### src/rtl/apb_req_arbiter.sv
// apb_req_arbiter
//   Three-requester round-robin front end for a downstream APB FSM controller.
//   One transaction is in flight at a time: ARB grants, ISSUE hands the
//   request to the controller, WAIT holds the fields while the controller
//   runs SETUP/ACCESS, RESP returns a one-cycle response pulse to the winner.
//
//   Optional feature: define APB_ARB_WDOG_EN to add a watchdog that ends a
//   stuck ISSUE/WAIT after WDOG_CYCLES cycles with resp_err = 2'b11.
//
// Ports
//   Pclk, Presetn                 clock, async active-low reset
//   req_valid/addr/wdata/write/sel per-requester request, requester i packed
//                                 at [32i+31:32i] (addr/wdata), [3i+2:3i] (sel)
//   req_ready                     one-hot grant pulse (combinational in ARB)
//   resp_valid/rdata/err          one-hot response pulse + shared data/error
//   p_req_*                       request port to the controller
//   p_resp_*                      response port from the controller
//   busy                          high outside ARB
//   grant_id                      current or last granted requester
module apb_req_arbiter #(
  parameter int unsigned WDOG_CYCLES = 16
) (
  input  logic        Pclk,
  input  logic        Presetn,
  input  logic [2:0]  req_valid,
  input  logic [95:0] req_addr,
  input  logic [95:0] req_wdata,
  input  logic [2:0]  req_write,
  input  logic [8:0]  req_sel,
  output logic [2:0]  req_ready,
  output logic [2:0]  resp_valid,
  output logic [31:0] resp_rdata,
  output logic [1:0]  resp_err,
  output logic        p_req_valid,
  output logic [31:0] p_req_addr,
  output logic [31:0] p_req_wdata,
  output logic        p_req_write,
  output logic [2:0]  p_req_sel,
  input  logic        p_req_accept,
  input  logic        p_resp_valid,
  input  logic [31:0] p_resp_rdata,
  input  logic [1:0]  p_resp_err,
  output logic        busy,
  output logic [1:0]  grant_id
);

  typedef enum logic [1:0] {ARB, ISSUE, WAIT, RESP} state_t;

  state_t      state_q, state_d;
  logic [1:0]  last_q, last_d;
  logic [1:0]  gid_q, gid_d;
  logic [31:0] addr_q, addr_d;
  logic [31:0] wdata_q, wdata_d;
  logic        wr_q, wr_d;
  logic [2:0]  sel_q, sel_d;
  logic [31:0] rdata_q, rdata_d;
  logic [1:0]  err_q, err_d;

  logic        win_vld;
  logic [1:0]  win_idx;
  logic [31:0] win_addr, win_wdata;
  logic        win_wr;
  logic [2:0]  win_sel;
  logic        wdog_hit;

  // Round-robin: scan starting one past the last winner, wrapping mod 3.
  always_comb begin
    int idx;
    idx       = 0;
    win_vld   = 1'b0;
    win_idx   = 2'd0;
    win_addr  = '0;
    win_wdata = '0;
    win_wr    = 1'b0;
    win_sel   = '0;
    for (int k = 1; k <= 3; k++) begin
      idx = (int'(last_q) + k) % 3;
      if (!win_vld && req_valid[idx]) begin
        win_vld   = 1'b1;
        win_idx   = 2'(idx);
        win_addr  = req_addr[idx*32 +: 32];
        win_wdata = req_wdata[idx*32 +: 32];
        win_wr    = req_write[idx];
        win_sel   = req_sel[idx*3 +: 3];
      end
    end
  end

`ifdef APB_ARB_WDOG_EN
  logic [7:0] wdog_q, wdog_d;

  // ISSUE is only entered from ARB, so clearing in ARB clears on ISSUE entry.
  always_comb begin
    wdog_d = wdog_q;
    if (state_q == ARB)                          wdog_d = '0;
    else if (state_q == ISSUE || state_q == WAIT) wdog_d = wdog_q + 8'd1;
  end

  always_ff @(posedge Pclk or negedge Presetn)
    if (!Presetn) wdog_q <= '0;
    else          wdog_q <= wdog_d;

  // Fires on the WDOG_CYCLES-th cycle spent in ISSUE/WAIT.
  assign wdog_hit = (wdog_q == 8'(WDOG_CYCLES - 1));
`else
  // No watchdog: constant 0 over the legal parameter range.
  assign wdog_hit = (WDOG_CYCLES == 0);
`endif

  always_comb begin
    state_d     = state_q;
    last_d      = last_q;
    gid_d       = gid_q;
    addr_d      = addr_q;
    wdata_d     = wdata_q;
    wr_d        = wr_q;
    sel_d       = sel_q;
    rdata_d     = rdata_q;
    err_d       = err_q;
    req_ready   = '0;
    resp_valid  = '0;
    p_req_valid = 1'b0;
    unique case (state_q)
      ARB: if (win_vld) begin
        req_ready[win_idx] = 1'b1;
        addr_d  = win_addr;
        wdata_d = win_wdata;
        wr_d    = win_wr;
        sel_d   = win_sel;
        gid_d   = win_idx;
        last_d  = win_idx;
        state_d = ISSUE;
      end
      ISSUE: begin
        p_req_valid = 1'b1;
        // Acceptance is not completion, so a timeout here still wins.
        if (wdog_hit) begin
          rdata_d = '0;
          err_d   = 2'b11;
          state_d = RESP;
        end else if (p_req_accept) begin
          state_d = WAIT;
        end
      end
      WAIT: begin
        if (p_resp_valid) begin
          rdata_d = p_resp_rdata;
          err_d   = p_resp_err;
          state_d = RESP;
        end else if (wdog_hit) begin
          rdata_d = '0;
          err_d   = 2'b11;
          state_d = RESP;
        end
      end
      RESP: begin
        resp_valid[gid_q] = 1'b1;
        state_d           = ARB;
      end
    endcase
    // State is ARB during reset; no grant may be offered then.
    if (!Presetn) req_ready = '0;
  end

  always_ff @(posedge Pclk or negedge Presetn)
    if (!Presetn) begin
      state_q <= ARB;
      last_q  <= 2'd2;
      gid_q   <= '0;
      addr_q  <= '0;
      wdata_q <= '0;
      wr_q    <= 1'b0;
      sel_q   <= '0;
      rdata_q <= '0;
      err_q   <= '0;
    end else begin
      state_q <= state_d;
      last_q  <= last_d;
      gid_q   <= gid_d;
      addr_q  <= addr_d;
      wdata_q <= wdata_d;
      wr_q    <= wr_d;
      sel_q   <= sel_d;
      rdata_q <= rdata_d;
      err_q   <= err_d;
    end

  assign busy        = (state_q != ARB);
  assign grant_id    = gid_q;
  assign p_req_addr  = addr_q;
  assign p_req_wdata = wdata_q;
  assign p_req_write = wr_q;
  assign p_req_sel   = sel_q;
  // Updated only on the edge entering RESP, so they change together with
  // resp_valid and hold otherwise.
  assign resp_rdata  = rdata_q;
  assign resp_err    = err_q;

endmodule

### config.mk
export PLATFORM = sky130hd
export DESIGN_NAME = apb_req_arbiter
export DESIGN_NICKNAME = d
export VERILOG_FILES = /design/src/rtl/apb_req_arbiter.sv
export SDC_FILE = /design/constraint.sdc
export NUM_CORES = 1
export LEC_CHECK = 0
export ABC_AREA = 1
export ABC_CLOCK_PERIOD_IN_PS = 3500
export CAP_MARGIN = 0
export CORE_ASPECT_RATIO = 1.1
export CORE_MARGIN = 1
export CORE_UTILIZATION = 43
export DETAILED_ROUTE_END_ITERATION = 10
export PLACE_DENSITY_LB_ADDON = 0.1
export SLEW_MARGIN = 20
export SYNTH_ARGS = -nofsm -noshare
export SYNTH_HDL_FRONTEND = slang
export SYNTH_SLANG_ARGS = --single-unit
### constraint.sdc
create_clock -name Pclk -period 3.5 [get_ports Pclk]
set_input_delay 0.35 -clock Pclk [delete_from_list [all_inputs] [get_ports Pclk]]
set_output_delay 0.35 -clock Pclk [all_outputs]
set_load 0.02 [all_outputs]
Run 1, register map, names as in the netlist:
Scale bar: 50 um. Other sequential cells in the stronger gray, the rest of the logic in the fainter gray.
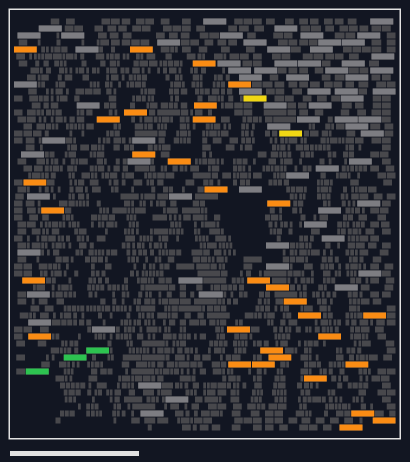
orange -> p_req_addr  # flops 32, where spread over the die
green -> p_req_sel  # flops 3
yellow -> resp_err  # flops 2
not colored = 70

Run 1, routed metal, one color a layer:
Two of the layers only.
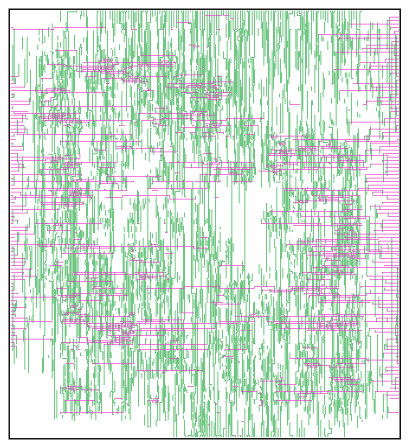
magenta -> metal 3  # wire length 5150 um
green -> metal 2  # wire length 20.5 mm

==> flow_metrics.env, run 1 <==
# source this file to load flow results
export IMPL_post_cts_resized=3
export IMPL_ys_seq_share_pct=25.4
export IMPL_top_layer_used="met4"
export IMPL_final_cell_area_um2=14900
export IMPL_std_cell_rows=59
export IMPL_dr_wl_met2_mm=20.5
export IMPL_fp_dieH_um=166
export IMPL_synth_flops=107
export IMPL_path_buffers=7
export IMPL_buffers=420
export IMPL_relSlewSlack_pct=26.9
export IMPL_finish_net_count=2208
export IMPL_hpwl_mm=29.5
export IMPL_crit_family="buffers and inverters"
export IMPL_clkLatencyLatePin_ns=0.38
export IMPL_clkTransAtPathRegs_ns=0.09
export IMPL_avgSynthCellArea_um2=6.46
export IMPL_yosys_area_top_type="dfrtp_1"
export IMPL_seq_area_share_pct=18.0
export IMPL_ys_warn_count=0
export IMPL_fp_nets=1908
export IMPL_drv_slew=0
export IMPL_yosys_area_share_simple_pct=22.7
export IMPL_period_used_pct=96.6
export IMPL_comb_cell_share_pct=44.9
export IMPL_numCtsBuffers=9
export IMPL_worstMarginPinSlew_ns=1.10
export IMPL_cp_slowest_cell="dfstp_2"
export IMPL_drt_met1_wl_mm=17.1
export IMPL_met2_usage_pct=54.4
export IMPL_nMultiInputCombCells=1199
export IMPL_irDropWorstVdd_mv=0.742
export IMPL_wl_met3_mm=5.15
export IMPL_fp_utilization_pct=44.3
export IMPL_grt_overflow=0
export IMPL_synth_cell_types=43
export IMPL_clock_area_share_pct=2.12
export IMPL_xor_share_pct=0.249
export IMPL_netlist_area_um2=10600
export IMPL_critPathLaunchType="flop"
export IMPL_regArea_um2=2680
export IMPL_pre_cts_slack_ns=-0.000852
export IMPL_logic_area_um2=6700
export IMPL_antenna_found_initial=2
export IMPL_cts_tree="yes"
export IMPL_ys_top_cells_by_area="dfrtp_1 (25%), nand2_1 (8.9%), nor2_1 (8.9%)"
export IMPL_wl_per_cell_um=19.8
export IMPL_layout_drive_gt1_share_pct=8.56
export IMPL_status="completed"
export IMPL_critPathMaxFanout=8
export IMPL_n_clock_buffer=9
export IMPL_power_mw=15.5
export IMPL_dr_pass1_iters=7
export IMPL_fin_cells=2246
export IMPL_fin_tns_setup_ns=0
export IMPL_track_usage_pct=34.3
export IMPL_async_flop_share_pct=100
export IMPL_hold_viol=0
export IMPL_num_io_pins=357
export IMPL_reg2regPathDepth=20
export IMPL_num_vias=13600
export IMPL_logic_family="AND-OR/OR-AND gates"
export IMPL_period_minus_slack_ns=3.38
export IMPL_layout_top_cell="clkdlybuf4s50_1"
export IMPL_path_class="reg -> out"
export IMPL_synth_top_cells_by_count="nand2_1 (251), nor2_1 (251), inv_1 (186), o21ai_0 (174), dfrtp_1 (106)"
export IMPL_min_path_type="in -> async"
export IMPL_post_synth_top_area_fraction_pct=25.1
export IMPL_post_cts_buffers=3
export IMPL_diodes=2
export IMPL_path_cells="inv_1, buf_4, ha_4, buf_4, nand2_2, inv_2, nand2_1, o21ai_2, buf_4, inv_2, nand2_4, o211ai_2, nand2_1, nor2_1, dlygate4sd2_1"
export IMPL_fillerInstances=2138
export IMPL_drt_iter0_markers=1310
export IMPL_p_leak_nw=6.52
export IMPL_path_common_cell="buf_4"
export IMPL_tool_warnings=40
export IMPL_max_stage_delay_ns=0.57
export IMPL_cts_max_level=3
export IMPL_globalRouteMet3Util_pct=5.91
export IMPL_hold_buffers=1
export IMPL_r2r_end="p_req_sel[1]"
export IMPL_area_growth_pct=41.2
export IMPL_edf_count=0
export IMPL_seq_cells=107
export IMPL_gp_congestion=0.915
export IMPL_grt_pass1_vias=12800
export IMPL_mostFrequentLayoutCells="clkdlybuf4s50_1 (352), nor2_1 (251), nand2_1 (248), inv_1 (185), o21ai_0 (170)"
export IMPL_holdWs_ns=0.323
export IMPL_powerDensity_nw_per_um2=1040
export IMPL_cts_root_buf="clkbuf_16"
export IMPL_viasPerCell=6.06
export IMPL_synth_chip_area_um2=10600
export IMPL_adder_share_pct=3.65
export IMPL_clock_sinks=107
export IMPL_drv_cap=0
export IMPL_clock_skew_final_ns=0.0105
export IMPL_r2r_setup_slack_ns=0.18
export IMPL_crit_required_ns=3.15
export IMPL_bufAreaShareNonClock_pct=27.4
export IMPL_tapCellCount=305
export IMPL_rsz0062_at_grt="yes"
export IMPL_dp_cells=2217
export IMPL_grt_pass1_wl_mm=68.2
export IMPL_io_buffers=356
export IMPL_ys_cells=1634
export IMPL_reg2reg_from="last_q[0]"
export IMPL_drc_errors=0
export IMPL_final_util_pct=62.5
export IMPL_synthAoiAreaFrac_pct=31.6
export IMPL_syn_inst=1634
export IMPL_ff_type="dfrtp_1"
export IMPL_clockBufferDepth=2
export IMPL_mux_share_pct=3.63
export IMPL_use_met1_pct=44.7
export IMPL_fp_coreArea_um2=23800
export IMPL_grt_busiest_layer="met2"
export IMPL_inverters=197
export IMPL_dominant_cells="combinational gates"
export IMPL_grt_max_degree=113
export IMPL_die_w_um=151
export IMPL_fmax_ghz=0.296
export IMPL_setup_viol=0
Run 1, metal 1:
Scale bar: 50 um. Supply wires on this layer in gray.
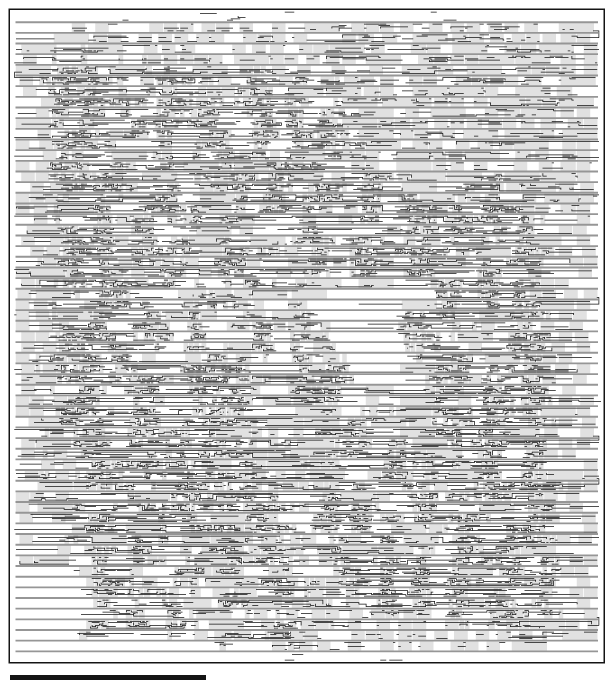
longest straight run = 52.4 um
wire length on this layer = 17100 um
nets with wire on the layer = 1938
main direction = horizontal

-- run 1: worst max-delay path by stage --
| stage | from | to | slack (ns) | cells past startpoint |
|---|---|---|---|---|
| 2_1_floorplan | last_q[1] | p_req_sel[1] | 0.05 | 26 |
| 3_3_place_gp | last_q[1] | p_req_sel[2] | 0.08 | 21 |
| 3_5_place_dp | last_q[1] | p_req_sel[0] | -0.0009 | 21 |
| 4_1_cts | last_q[1] | p_req_sel[2] | 0.08 | 25 |
| 5_1_grt | last_q[1] | req_ready[2] | -0.004 | 15 |
| 6_report | last_q[1] | req_ready[2] | 0.12 | 15 |
-- run 1: power by group --
part	switching, mW	internal (mW)
logic	7.43	4.68
clock network	0.623	0.521
registers	0.345	1.90
total	8.40	7.11
Run 1, congestion heat map:
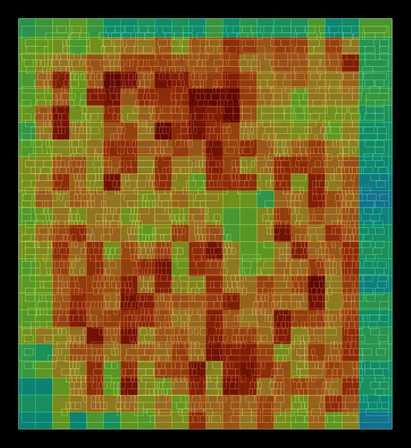

==> run 1 -> run 2 <==
- TNS_END_PERCENT: default -> 50
Run 2, congestion heat map:
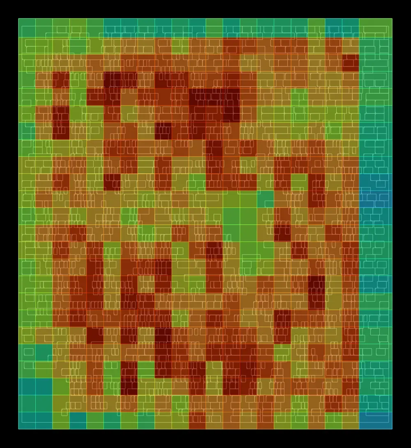
met2 Resource Use GR: 54.6%
GRT Max-Usage Layer: met2

==> run 2 against run 1 <==
Effect of this change: flip-flop count unchanged; first-iteration DRC count up 5.3%; largest power group unchanged; highest routed layer unchanged; via count down 0.93%.
==> flow_metrics.env, run 2 <==
# source this file to load flow results
export IMPL_synth_flops=107
export IMPL_post_cts_buffers=0
export IMPL_clock_sinks=107
export IMPL_period_minus_slack_ns=3.37
export IMPL_p_comb_share_pct=78.0
export IMPL_synthAoiAreaFrac_pct=31.6
export IMPL_ys_warn_count=0
export IMPL_bufAreaShareNonClock_pct=27.3
export IMPL_mostFrequentLayoutCells="clkdlybuf4s50_1 (352), nor2_1 (251), nand2_1 (248), inv_1 (183), o21ai_0 (170)"
export IMPL_reg2regPathDepth=24
export IMPL_synth_chip_area_um2=10600
export IMPL_ys_cells=1634
export IMPL_use_met1_pct=44.6
export IMPL_clock_skew_final_ns=0.0114
export IMPL_post_synth_top_area_fraction_pct=25.1
export IMPL_fp_coreArea_um2=23800
export IMPL_grt_overflow=0
export IMPL_cts_max_level=3
export IMPL_dominant_cells="combinational gates"
export IMPL_wl_per_cell_um=19.7
export IMPL_gp_congestion=0.915
export IMPL_tool_warnings=39
export IMPL_drt_met1_wl_mm=16.8
export IMPL_status="completed"
export IMPL_p_clk_mw=1.14
export IMPL_std_cell_rows=59
export IMPL_reg2reg_from="last_q[1]"
export IMPL_netlist_area_um2=10600
export IMPL_top_layer_used="met4"
export IMPL_edf_count=0
export IMPL_synth_cell_types=43
export IMPL_hpwl_mm=29.5
export IMPL_ys_top_cells_by_area="dfrtp_1 (25%), nand2_1 (8.9%), nor2_1 (8.9%)"
export IMPL_setup_viol=0
export IMPL_hold_buffers=1
export IMPL_critPathMaxFanout=18
export IMPL_fin_tns_setup_ns=0
export IMPL_numCtsBuffers=9
export IMPL_swShare_pct=54.2
export IMPL_dp_cells=2217
export IMPL_min_path_type="in -> async"
export IMPL_viasPerCell=6.01
export IMPL_p_switching_mw=8.35
export IMPL_layout_drive_gt1_share_pct=8.27
export IMPL_clockBufferDepth=2
export IMPL_inverters=197
export IMPL_drv_slew=0
export IMPL_fp_dieH_um=166
export IMPL_fp_utilization_pct=44.3
export IMPL_regArea_um2=2680
export IMPL_layout_top_cell="clkdlybuf4s50_1"
export IMPL_yosys_area_share_simple_pct=22.7
export IMPL_tapCellCount=305
export IMPL_area_growth_pct=40.6
export IMPL_finish_net_count=2203
export IMPL_diodes=2
export IMPL_dr_wl_met2_mm=20.3
export IMPL_seq_cells=107
export IMPL_globalRouteMet3Util_pct=5.91
export IMPL_clkLatencyLatePin_ns=0.37
export IMPL_synth_top_cells_by_count="nand2_1 (251), nor2_1 (251), inv_1 (186), o21ai_0 (174), dfrtp_1 (106)"
export IMPL_syn_inst=1634
export IMPL_clkPwrFrac_pct=7.4
export IMPL_clkTransAtPathRegs_ns=0.09
export IMPL_critPathLaunchType="flop"
export IMPL_holdWs_ns=0.325
export IMPL_worstMarginPinSlew_ns=1.08
export IMPL_irDropWorstVdd_mv=0.723
export IMPL_io_buffers=356
export IMPL_p_int_mw=7.06
export IMPL_fillerInstances=2153
export IMPL_hold_viol=0
export IMPL_p_seq_share_pct=14.6
export IMPL_logic_area_um2=6660
export IMPL_final_util_pct=62.2
export IMPL_cts_tree="yes"
export IMPL_final_cell_area_um2=14800
export IMPL_relSlewSlack_pct=27.9
export IMPL_fmax_ghz=0.297
export IMPL_num_vias=13500
export IMPL_post_cts_resized=7
export IMPL_buffers=415
export IMPL_fp_nets=1908
export IMPL_path_class="reg -> out"
export IMPL_nMultiInputCombCells=1199
export IMPL_p_seq_mw=2.25
export IMPL_pre_cts_slack_ns=-0.000852
export IMPL_die_w_um=151
export IMPL_drt_iter0_markers=1380
[run 2: how the worst max path moves through the flow]
stage | end | slack (ns) | cells past startpoint
2_1_floorplan | p_req_sel[1] | 0.05 | 26
3_3_place_gp | p_req_sel[2] | 0.08 | 21
3_5_place_dp | p_req_sel[0] | -0.0009 | 21
4_1_cts | req_ready[0] | 0.02 | 13
5_1_grt | p_req_sel[1] | -0.03 | 24
6_report | req_ready[1] | 0.13 | 14
[run 2: worst max-delay path, cell delays in order, from the launching register on]
cell           delay (ns)
dfstp_2              0.60
inv_2                0.07
buf_4                0.16
ha_4                 0.19
inv_2                0.09
buf_4                0.23
o21ai_1              0.11
o21ai_2              0.16
buf_4                0.17
inv_2                0.05
nand2_4              0.14
o22ai_1              0.12
o21ai_1              0.17
nor2_1               0.05
dlygate4sd2_1        0.32
No activity file was given, so power comes from the tool's default toggle rates.
